===== src/rtl/spi_master.sv =====
`default_nettype none
// ============================================================================
// Module      : spi_master
// Description : Single-word SPI master (8/16 bit, all four modes, MSB/LSB
//               first) with programmable SCK half-period of clk_div+1 clocks.
// Revision    : 1.0 - initial release
// ============================================================================
module spi_master #(
    parameter int DIV_W = 8
) (
    input  logic             clk,
    input  logic             rst,
    input  logic             start,
    input  logic [15:0]      data_tx,
    input  logic             cpol,
    input  logic             cpha,
    input  logic             msb_first,
    input  logic             two_bytes,
    input  logic [DIV_W-1:0] clk_div,
    output logic             sck,
    output logic             mosi,
    input  logic             miso,
    output logic             cs,
    output logic [15:0]      data_rx,
    output logic             busy,
    output logic             end_of_byte
);

    typedef enum logic [1:0] {
        S_IDLE  = 2'd0,
        S_LEAD  = 2'd1,
        S_XFER  = 2'd2,
        S_TRAIL = 2'd3
    } state_t;

    state_t r_state;
    state_t w_state_nxt;

    logic [DIV_W-1:0] r_cnt;
    logic [DIV_W-1:0] r_div;
    logic             r_cpha;
    logic             r_msb;
    logic             r_two;
    logic [5:0]       r_edge;
    logic [15:0]      r_tx;
    logic [15:0]      r_rx;
    logic             r_sck;
    logic             r_mosi;
    logic             r_cs;
    logic             r_busy;
    logic             r_eob;
    logic [15:0]      r_data_rx;

    logic             w_accept;
    logic             w_edge;
    logic             w_done;
    logic             w_cnt_zero;
    logic [5:0]       w_n2;
    logic [5:0]       w_edge_num;
    logic             w_leading;
    logic             w_last;
    logic             w_sample;
    logic             w_advance;
    logic [15:0]      w_tx_load;
    logic             w_load_bit;
    logic             w_tx_bit;
    logic [15:0]      w_rx_next;
    logic [15:0]      w_rx_final;

    function automatic logic [15:0] f_shift(input logic [15:0] v, input logic msb);
        return msb ? {v[14:0], 1'b0} : {1'b0, v[15:1]};
    endfunction

    assign w_cnt_zero = (r_cnt == '0);
    assign w_n2       = r_two ? 6'd32 : 6'd16;
    assign w_edge_num = r_edge + 6'd1;
    assign w_leading  = w_edge_num[0];
    assign w_last     = (w_edge_num == w_n2);

    // cpha=0: sample on leading, shift on trailing (never after the final edge).
    // cpha=1: shift on leading, sample on trailing.
    assign w_sample  = w_edge && (r_cpha ? !w_leading : w_leading);
    assign w_advance = w_edge && (r_cpha ? w_leading : (!w_leading && !w_last));

    // 8-bit MSB-first words are left-aligned so bit 15 is always the MSB head.
    assign w_tx_load  = msb_first ? (two_bytes ? data_tx : {data_tx[7:0], 8'h00}) : data_tx;
    assign w_load_bit = msb_first ? w_tx_load[15] : w_tx_load[0];
    assign w_tx_bit   = r_msb ? r_tx[15] : r_tx[0];
    assign w_rx_next  = r_msb ? {r_rx[14:0], miso} : {miso, r_rx[15:1]};
    assign w_rx_final = (r_msb || r_two) ? r_rx : {8'h00, r_rx[15:8]};

    always_ff @(posedge clk) begin
        if (rst) begin
            r_state <= S_IDLE;
        end else begin
            r_state <= w_state_nxt;
        end
    end

    always_comb begin
        w_state_nxt = r_state;
        w_accept    = 1'b0;
        w_edge      = 1'b0;
        w_done      = 1'b0;
        case (r_state)
            S_IDLE: begin
                if (start && !r_eob) begin
                    w_accept    = 1'b1;
                    w_state_nxt = S_LEAD;
                end
            end
            S_LEAD: begin
                if (w_cnt_zero) begin
                    w_edge      = 1'b1;
                    w_state_nxt = S_XFER;
                end
            end
            S_XFER: begin
                if (w_cnt_zero) begin
                    if (r_edge == w_n2) begin
                        w_state_nxt = S_TRAIL;
                    end else begin
                        w_edge = 1'b1;
                    end
                end
            end
            S_TRAIL: begin
                if (w_cnt_zero) begin
                    w_done      = 1'b1;
                    w_state_nxt = S_IDLE;
                end
            end
            default: w_state_nxt = S_IDLE;
        endcase
    end

    always_ff @(posedge clk) begin
        if (rst) begin
            r_cnt     <= '0;
            r_div     <= '0;
            r_cpha    <= 1'b0;
            r_msb     <= 1'b0;
            r_two     <= 1'b0;
            r_edge    <= 6'd0;
            r_tx      <= 16'h0000;
            r_rx      <= 16'h0000;
            r_sck     <= 1'b0;
            r_mosi    <= 1'b0;
            r_cs      <= 1'b1;
            r_busy    <= 1'b0;
            r_eob     <= 1'b0;
            r_data_rx <= 16'h0000;
        end else begin
            r_eob <= w_done;
            if (w_accept) begin
                r_div  <= clk_div;
                r_cpha <= cpha;
                r_msb  <= msb_first;
                r_two  <= two_bytes;
                r_cnt  <= clk_div;
                r_edge <= 6'd0;
                r_sck  <= cpol;
                r_cs   <= 1'b0;
                r_busy <= 1'b1;
                r_rx   <= 16'h0000;
                if (!cpha) begin
                    r_mosi <= w_load_bit;
                    r_tx   <= f_shift(w_tx_load, msb_first);
                end else begin
                    r_mosi <= 1'b0;
                    r_tx   <= w_tx_load;
                end
            end else if (r_state != S_IDLE) begin
                r_cnt <= w_cnt_zero ? r_div : r_cnt - DIV_W'(1);
                if (w_edge) begin
                    r_sck  <= ~r_sck;
                    r_edge <= w_edge_num;
                end
                if (w_sample) begin
                    r_rx <= w_rx_next;
                end
                if (w_advance) begin
                    r_mosi <= w_tx_bit;
                    r_tx   <= f_shift(r_tx, r_msb);
                end
                if (w_done) begin
                    r_cs      <= 1'b1;
                    r_busy    <= 1'b0;
                    r_mosi    <= 1'b0;
                    r_data_rx <= w_rx_final;
                end
            end
        end
    end

    // SCK follows cpol combinationally while idle so mode changes show at once.
    assign sck         = (r_state == S_IDLE) ? cpol : r_sck;
    assign mosi        = r_mosi;
    assign cs          = r_cs;
    assign busy        = r_busy;
    assign end_of_byte = r_eob;
    assign data_rx     = r_data_rx;

endmodule
`default_nettype wire


===== config.mk =====
export PLATFORM = sky130hd
export DESIGN_NAME = spi_master
export DESIGN_NICKNAME = d
export VERILOG_FILES = /design/src/rtl/spi_master.sv
export SDC_FILE = /design/constraint.sdc
export NUM_CORES = 1
export LEC_CHECK = 0
export CORE_MARGIN = 5
export CORE_UTILIZATION = 59
export CTS_BUF_LIST = sky130_fd_sc_hd__clkbuf_4
export CTS_CLUSTER_SIZE = 24
export DETAILED_ROUTE_END_ITERATION = 6
export HOLD_SLACK_MARGIN = 0.02
export PLACE_DENSITY = 0.83
export SETUP_SLACK_MARGIN = 0.1
export SYNTH_ARGS = -nofsm -noshare
export SYNTH_HDL_FRONTEND = slang
export SYNTH_SLANG_ARGS = --single-unit

===== constraint.sdc =====
create_clock -name clk -period 3.1 [get_ports clk]
set_input_delay 0.31 -clock clk [delete_from_list [all_inputs] [get_ports clk]]
set_output_delay 0.31 -clock clk [all_outputs]
set_load 0.02 [all_outputs]

**Where the registers sit**

Other sequential cells in the stronger gray, the rest of the logic in the fainter gray.
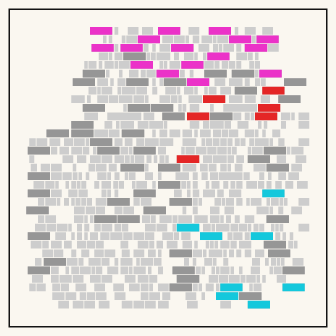
Key: magenta = data_rx [sequential cells 16]; red = r_edge [sequential cells 6]; cyan = r_cnt [sequential cells 8, where south-east]
total sequential power: 1.36 mW
combined flip-flop and latch cell area: 1603 sq um
final core utilization: 0.6789
sequential cell area share: 0.2917

**Routed clock nets over the placement**

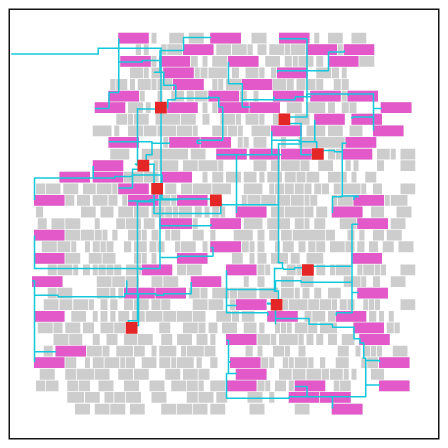
Key: magenta = flip-flops [count 80]; cyan = clock wires [length 1010 um]; red = clock drivers [count 9]
Position of the flops: spread over the die. There are 10 routed clock nets.
worst clock skew: 0.01436 ns
Clk. pwr: 732 uW
relative contribution of the clock network to total power: 0.206
clock insertion delay at the later pin of the skew report: 0.44 ns

**Cell classes on the final placement**

Bar = 20 um.
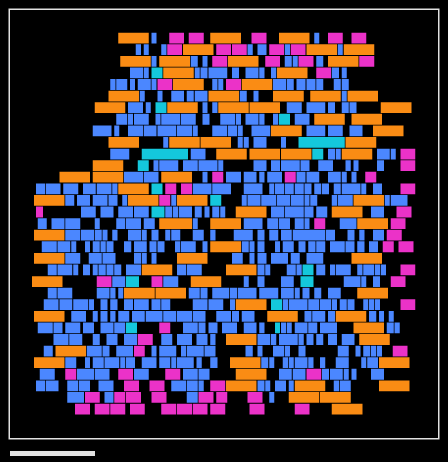
Key: orange = flops [cells 80]; blue = combinational and other logic [cells 442]; cyan = clock drivers and dummy loads [cells 16]; magenta = other buffers and delay cells [cells 66]
post-route standard cell area excluding fillers: 5494 sq um
count of standard-cell rows: 33
core outline area: 8093 sq um

==> results.txt <==
The flow completed. Placement-stage worst setup slack landed at 0.4563 ns. Post-synthesis net count landed at 612. After detailed routing, no signal wire sits above met4.

Count of pins on the block boundary landed at 53. Number of vias per cell landed at 6.159. The via count of the first global-routing pass came to 4218.

The routed layout reports a DRC error count of 0. Number of detailed-route iterations in the first pass landed at 5. Final hold analysis gives a worst-case slack of 0.4244 ns. Of the available clock period, the critical path in the final layout requires 0.8865.

Leaving out fill and tap cells, the most frequent cell in the layout is dfxtp_1. Non-clock buffers in the final layout number 66. The flow ran to the end, and the final reports show no timing, DRC or antenna violations. Fill cells in the final layout number 682.

In the detailed route, the total length drawn on met2 is 5700 um. TritonCTS built the clock tree. Yosys reports the multiplexer fraction of the synthesized area as 0.1395.

Global-route wire length before repair landed at 19430 um. The mapped netlist covers 4826 sq um. In the hold report, the worst path ends at r_tx[0]$_SDFFE_PP0P_. For this run, the top clock speed supported by timing is 363.9 MHz. Number of antenna violations at the first check in global routing landed at 0.
**Track usage over the die**

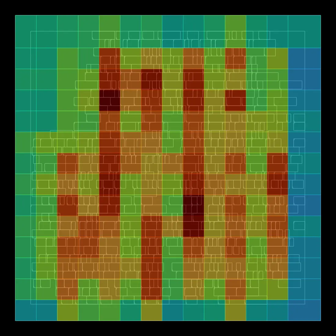
GR Layer Usage met1: 0.2978
Total GRT Usage: 0.2335

**Power grid**

Pins as bars on the die edge. Tap cells in gray.
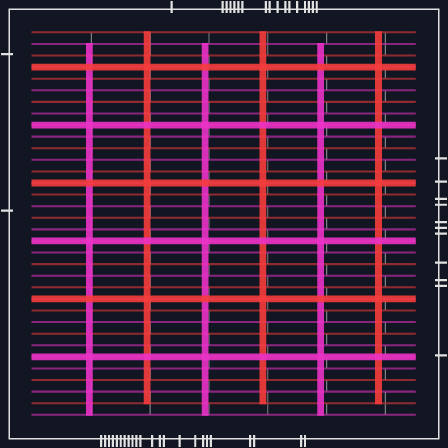
Key: magenta = VSS; red = VDD
53 signal pins sit on the boundary. The core has 33 rows. 34 met1 rails follow the rows. 6 straps on met4. 6 straps on met5.
worst vdd rail ir drop: 322.3 uV
Die Width: 100.4 um
Die Y-Extent: 100.4 um

Power figures rest on the tool's default switching activity, not on a simulated workload.
